## config.mk

```make
export PLATFORM = sky130hd
export DESIGN_NAME = alu_writeback_stage_flat
export DESIGN_NICKNAME = d
export VERILOG_FILES = /design/src/rtl/cpu_pkg.sv /design/src/rtl/alu_writeback_stage_if.sv /design/src/rtl/regfile_2r1w.sv /design/src/rtl/alu_writeback_stage.sv /design/src/flat_wrapper.sv
export SDC_FILE = /design/constraint.sdc
export NUM_CORES = 1
export LEC_CHECK = 0
export ABC_AREA = 1
export CAP_MARGIN = 30
export CORE_MARGIN = 1
export CORE_UTILIZATION = 40
export CTS_BUF_LIST = sky130_fd_sc_hd__clkbuf_8
export CTS_CLUSTER_SIZE = 30
export DETAILED_ROUTE_END_ITERATION = 6
export GPL_ROUTABILITY_DRIVEN = 0
export PLACE_DENSITY = 0.64
export SETUP_SLACK_MARGIN = 0.02
export SLEW_MARGIN = 15
export SYNTH_ARGS = -nofsm -noshare
export SYNTH_HDL_FRONTEND = slang
export SYNTH_SLANG_ARGS = --single-unit
```

## constraint.sdc

```tcl
create_clock -name clk -period 10.35 [get_ports clk]
set_input_delay 1.035 -clock clk [delete_from_list [all_inputs] [get_ports clk]]
set_output_delay 1.035 -clock clk [all_outputs]
set_load 0.05 [all_outputs]
```

## src/rtl/cpu_pkg.sv

```systemverilog
// Shared CPU datapath constants and the writeback stage entry record.
package cpu_pkg;

  localparam int DATA_W = 16;
  localparam int NREGS  = 8;
  localparam int ADDR_W = 3;

  // Bit positions inside the {N,Z,C,V} status and flag-mask vectors
  localparam int FLAG_N = 3;
  localparam int FLAG_Z = 2;
  localparam int FLAG_C = 1;
  localparam int FLAG_V = 0;

  typedef struct packed {
    logic [DATA_W-1:0] sum;
    logic              n;
    logic              z;
    logic              c;
    logic              v;
    logic [ADDR_W-1:0] dst;
    logic              reg_we;
    logic [3:0]        flag_we;
    logic              zchain;
  } wb_entry_t;

endpackage

```

## src/rtl/alu_writeback_stage_if.sv

```systemverilog
// ALU-to-writeback result handshake: the ALU is master, the writeback stage is slave.
interface alu_writeback_stage_if;
  import cpu_pkg::*;

  logic              in_valid;
  logic              in_ready;
  logic [DATA_W-1:0] in_sum;
  logic              in_c;
  logic              in_n;
  logic              in_z;
  logic              in_v;
  logic [ADDR_W-1:0] in_dst;
  logic              in_reg_we;
  logic [3:0]        in_flag_we;
  logic              in_zchain;

  modport master (
    output in_valid, in_sum, in_c, in_n, in_z, in_v,
           in_dst, in_reg_we, in_flag_we, in_zchain,
    input  in_ready
  );

  modport slave (
    input  in_valid, in_sum, in_c, in_n, in_z, in_v,
           in_dst, in_reg_we, in_flag_we, in_zchain,
    output in_ready
  );

endinterface

```

## src/rtl/regfile_2r1w.sv

```systemverilog
// General register file: one write port, two combinational read ports, R0 hardwired to zero.
module regfile_2r1w
  import cpu_pkg::*;
(
  input  logic              clk,
  input  logic              rst,
  input  logic              we,
  input  logic [ADDR_W-1:0] waddr,
  input  logic [DATA_W-1:0] wdata,
  input  logic [ADDR_W-1:0] raddr_a,
  input  logic [ADDR_W-1:0] raddr_b,
  output logic [DATA_W-1:0] rdata_a,
  output logic [DATA_W-1:0] rdata_b
);

  logic [DATA_W-1:0] mem [NREGS];

  // Writes to R0 are dropped here so callers need not filter them
  always_ff @(posedge clk or posedge rst) begin
    if (rst) begin
      for (int i = 0; i < NREGS; i++) mem[i] <= '0;
    end else if (we && (waddr != '0)) begin
      mem[waddr] <= wdata;
    end
  end

  assign rdata_a = (raddr_a == '0) ? '0 : mem[raddr_a];
  assign rdata_b = (raddr_b == '0) ? '0 : mem[raddr_b];

endmodule

```

## src/rtl/alu_writeback_stage.sv

```systemverilog
// One-entry pipeline register between the ALU and the register file / status flags,
// with operand bypass and carry feedback so dependent ops issue without bubbles.
module alu_writeback_stage
  import cpu_pkg::*;
(
  input  logic                 clk,
  input  logic                 rst,
  alu_writeback_stage_if.slave alu,
  input  logic                 wb_hold,
  input  logic [ADDR_W-1:0]    rd_addr_a,
  input  logic [ADDR_W-1:0]    rd_addr_b,
  output logic [DATA_W-1:0]    rd_data_a,
  output logic [DATA_W-1:0]    rd_data_b,
  output logic [3:0]           status,
  output logic                 carry_out
);

  wb_entry_t         stage_q;
  wb_entry_t         incoming;
  logic              stage_valid;
  logic              accept;
  logic              commit;
  logic [3:0]        status_d;
  logic [DATA_W-1:0] rf_a;
  logic [DATA_W-1:0] rf_b;

  assign alu.in_ready = !stage_valid || !wb_hold;
  assign accept       = alu.in_valid && alu.in_ready;
  assign commit       = stage_valid && !wb_hold;

  assign incoming = '{sum: alu.in_sum, n: alu.in_n, z: alu.in_z, c: alu.in_c, v: alu.in_v,
                      dst: alu.in_dst, reg_we: alu.in_reg_we, flag_we: alu.in_flag_we,
                      zchain: alu.in_zchain};

  // Commit and accept may share an edge, giving one result per cycle
  always_ff @(posedge clk or posedge rst) begin
    if (rst) begin
      stage_valid <= 1'b0;
      stage_q     <= '0;
      status      <= '0;
    end else begin
      if (accept) stage_q <= incoming;
      if (accept)      stage_valid <= 1'b1;
      else if (commit) stage_valid <= 1'b0;
      if (commit) status <= status_d;
    end
  end

  // Z chaining lets a multi-word compare AND the per-word zero results together
  always_comb begin
    status_d = status;
    if (stage_q.flag_we[FLAG_N]) status_d[FLAG_N] = stage_q.n;
    if (stage_q.flag_we[FLAG_Z])
      status_d[FLAG_Z] = stage_q.zchain ? (stage_q.z & status[FLAG_Z]) : stage_q.z;
    if (stage_q.flag_we[FLAG_C]) status_d[FLAG_C] = stage_q.c;
    if (stage_q.flag_we[FLAG_V]) status_d[FLAG_V] = stage_q.v;
  end

  regfile_2r1w u_regfile (
    .clk     (clk),
    .rst     (rst),
    .we      (commit && stage_q.reg_we),
    .waddr   (stage_q.dst),
    .wdata   (stage_q.sum),
    .raddr_a (rd_addr_a),
    .raddr_b (rd_addr_b),
    .rdata_a (rf_a),
    .rdata_b (rf_b)
  );

  always_comb begin
    rd_data_a = rf_a;
    if (rd_addr_a == '0)
      rd_data_a = '0;
    else if (stage_valid && stage_q.reg_we && (rd_addr_a == stage_q.dst))
      rd_data_a = stage_q.sum;
  end

  always_comb begin
    rd_data_b = rf_b;
    if (rd_addr_b == '0)
      rd_data_b = '0;
    else if (stage_valid && stage_q.reg_we && (rd_addr_b == stage_q.dst))
      rd_data_b = stage_q.sum;
  end

  assign carry_out = (stage_valid && stage_q.flag_we[FLAG_C]) ? stage_q.c : status[FLAG_C];

endmodule

```

## src/flat_wrapper.sv

```systemverilog
// flat-port wrapper written by rule: the top's interface ports become plain ports
module alu_writeback_stage_flat import cpu_pkg::*;
  (clk, rst, wb_hold, rd_addr_a, rd_addr_b, rd_data_a, rd_data_b, status, carry_out, alu_in_valid, alu_in_sum, alu_in_c, alu_in_n, alu_in_z, alu_in_v, alu_in_dst, alu_in_reg_we, alu_in_flag_we, alu_in_zchain, alu_in_ready);
  alu_writeback_stage_if alu_i ();
  input  logic clk;
  input  logic rst;
  input  logic wb_hold;
  input  logic [ADDR_W-1:0] rd_addr_a;
  input  logic [ADDR_W-1:0] rd_addr_b;
  output logic [DATA_W-1:0] rd_data_a;
  output logic [DATA_W-1:0] rd_data_b;
  output logic [3:0] status;
  output logic carry_out;
  input wire logic [$bits(alu_i.in_valid)-1:0] alu_in_valid;
  input wire logic [$bits(alu_i.in_sum)-1:0] alu_in_sum;
  input wire logic [$bits(alu_i.in_c)-1:0] alu_in_c;
  input wire logic [$bits(alu_i.in_n)-1:0] alu_in_n;
  input wire logic [$bits(alu_i.in_z)-1:0] alu_in_z;
  input wire logic [$bits(alu_i.in_v)-1:0] alu_in_v;
  input wire logic [$bits(alu_i.in_dst)-1:0] alu_in_dst;
  input wire logic [$bits(alu_i.in_reg_we)-1:0] alu_in_reg_we;
  input wire logic [$bits(alu_i.in_flag_we)-1:0] alu_in_flag_we;
  input wire logic [$bits(alu_i.in_zchain)-1:0] alu_in_zchain;
  output wire logic [$bits(alu_i.in_ready)-1:0] alu_in_ready;
  assign alu_i.in_valid = alu_in_valid;
  assign alu_i.in_sum = alu_in_sum;
  assign alu_i.in_c = alu_in_c;
  assign alu_i.in_n = alu_in_n;
  assign alu_i.in_z = alu_in_z;
  assign alu_i.in_v = alu_in_v;
  assign alu_i.in_dst = alu_in_dst;
  assign alu_i.in_reg_we = alu_in_reg_we;
  assign alu_i.in_flag_we = alu_in_flag_we;
  assign alu_i.in_zchain = alu_in_zchain;
  assign alu_in_ready = alu_i.in_ready;
  alu_writeback_stage u_core (.clk(clk), .rst(rst), .alu(alu_i), .wb_hold(wb_hold), .rd_addr_a(rd_addr_a), .rd_addr_b(rd_addr_b), .rd_data_a(rd_data_a), .rd_data_b(rd_data_b), .status(status), .carry_out(carry_out));
endmodule
```

==> flow_metrics.py <==
# Synthesis and PnR figures
metrics = {
    "finish": {
        "final_nets": 1306,
        "largest_register_ffs": 128,
        "n_all_inverters": 38,
        "layoutNonFillerInstCount": 1555,
        "reg_top3": "u_core.u_regfile.mem: 128 flops, u_core.stage_q: 29 flops, u_core.status: 4 flops",
        "comb_cells": 953,
        "drive_gt1_share_pct": 5.71,
        "comb-cell-share_pct": 41.3,
    },
    "timing": {
        "maxSlewHeadroom_pct": 41.4,
        "tightest_slew_ps": 876,
        "fin_setup_tns_ps": 0,
        "fmax_mhz": 189,
        "timing.hold.ws_ps": 410,
    },
    "logic_synthesis": {
        "ys_sh_adder_pct": 0,
        "yosysMostFrequentCell": "nand2_1",
        "ys_top_logic_family": "simple AND/OR/NAND/NOR gates",
        "ys.flops": 162,
        "yosysWarnings": 0,
        "ys_sh_mux_pct": 0.387,
        "edf_count": 0,
        "top_area_cell": "dfrtp_1",
        "area_leaders": "dfrtp_1 (46%), nand2_1 (19%), nand3_1 (12%), o21ai_0 (5.6%), nor2_1 (5.2%)",
        "syn_area_sq_um": 8740,
        "ys.flop_type": "dfrtp_1",
        "fp_nets": 1291,
        "synth-simple-area-share_pct": 38.3,
    },
    "detailed_routing": {
        "final_antenna_net_count": 0,
        "met1Wirelength_microns": 12000,
        "dr.pass1.iters": 6,
        "maxUsedRoutingLayer": "met4",
        "wl_met3_microns": 3240,
    },
    "placement": {
        "dp_slack_ps": 5120,
        "place_area_sq_um": 9570,
    },
    "min_path": {
        "min-delay-start": "u_core.u_regfile.mem[118]$_DFFE_PP0P_",
        "hold_path.class": "reg -> reg",
        "holdPathEnd": "u_core.u_regfile.mem[118]$_DFFE_PP0P_",
        "hold_depth": 0,
    },
    "floorplanning": {
        "rows": 53,
        "fp_util_pct": 41.2,
    },
    "worst_setup_path": {
        "cp.required_ps": 9320,
        "reg2reg_to": "u_core.u_regfile.mem[96]$_DFFE_PP0P_",
        "cpPeakStageDelay_ps": 830,
        "cp-start-kind": "input port",
        "crit_fanout": 34,
        "rr_worst_depth": 6,
        "worst_r2r_startpoint": "u_core.stage_valid$_DFFE_PP0P_",
        "path_cells": "clkdlybuf4s50_1 -> buf_4 -> inv_2 -> nand2_1 -> nand2_1 -> nor2_4 -> nand2_2 -> inv_2 -> nor2_1 -> nor2_1 -> clkdlybuf4s50_1",
        "slowest_stage": "clkdlybuf4s50_1",
    },
    "run_status": {
        "status": "completed",
    },
    "clock_tree": {
        "clk_pin_slew_ps": 90,
        "cts_tree": "yes",
        "cts_buffer_depth": 2,
        "ctsHoldBuffers": 0,
        "cts_resized": 0,
        "clock_sinks": 162,
    },
    "power": {
        "leakage_nw": 4.76,
        "p_comb_share_pct": 36.0,
        "p_total_w": 0.00238,
        "comb-power_w": 0.000857,
        "swShare_pct": 42.3,
        "seqPwrFrac_pct": 44.9,
        "p_int_w": 0.00137,
    },
    "global_routing": {
        "grt_max_degree": 81,
        "grt_pass1_wl_microns": 45000,
        "use_met1_pct": 37.2,
    },
    "run": {
        "maxCapViolCount": 0,
        "tool_warnings": 26,
    },
}
The clock network:
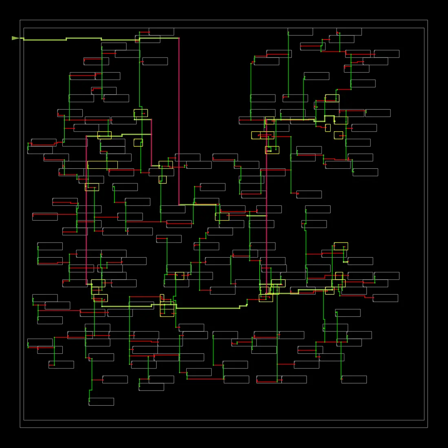
clk_buf instances: 17
Num CTS Buffers: 17
clock skew: 13.9 ps
Worst-Skew Late Latency: 480 ps

Signal wires on met2:
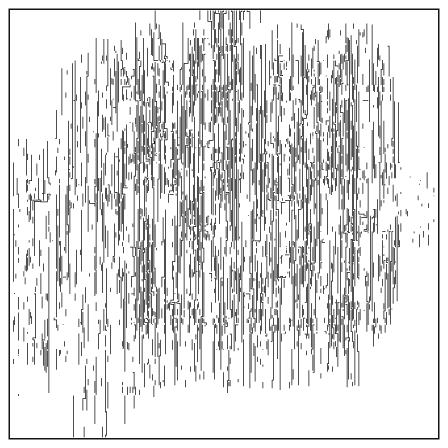
nets with wire on the layer: 931
share of all routed wire: 43%
final wirelength: 28,600 microns
DR vias: 8,547

Placed cells, one colour a class:
Bar = 50 microns. Fill, decap, tap and diode cells in grey.
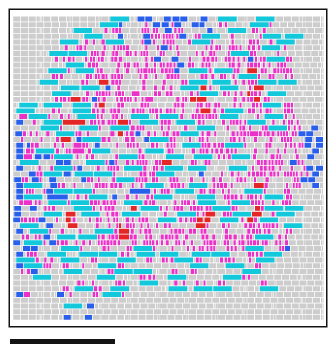
legend:
  red:
    class: clock drivers and dummy loads
    cells: 31
  magenta:
    class: combinational and other logic
    cells: 991
  blue:
    class: remaining buffers and delay cells
    cells: 95
  cyan:
    class: sequential cells
    cells: 162
Final Util: 47.0%
flop share of the area: 40.7%
design area: 9970 sq um

Sizing map:
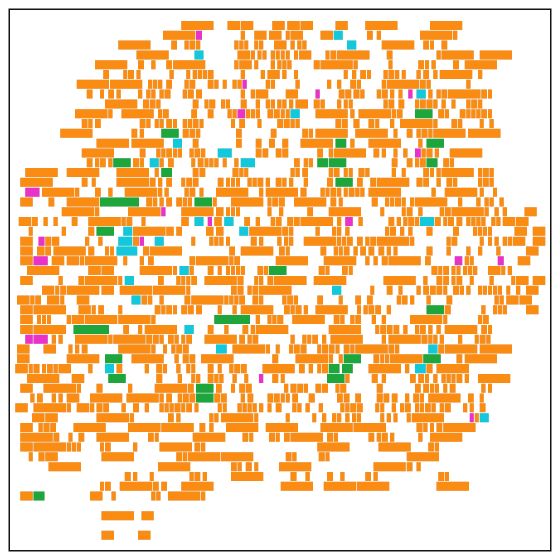
legend:
  green:
    size: _6 and larger
    cells: 27
    share: 2.1%
  cyan:
    size: _3 and _4 cells
    cells: 27
    share: 2.1%
  orange:
    size: _0 and _1 cells
    cells: 1,206
    share: 94%
  magenta:
    size: _2 cells
    cells: 19
    share: 1.5%
synth-to-layout area growth: 14.1%
Buffers excl. clock: 95
Final WS setup: 5050 ps

Power and IR drop assume default switching activity.
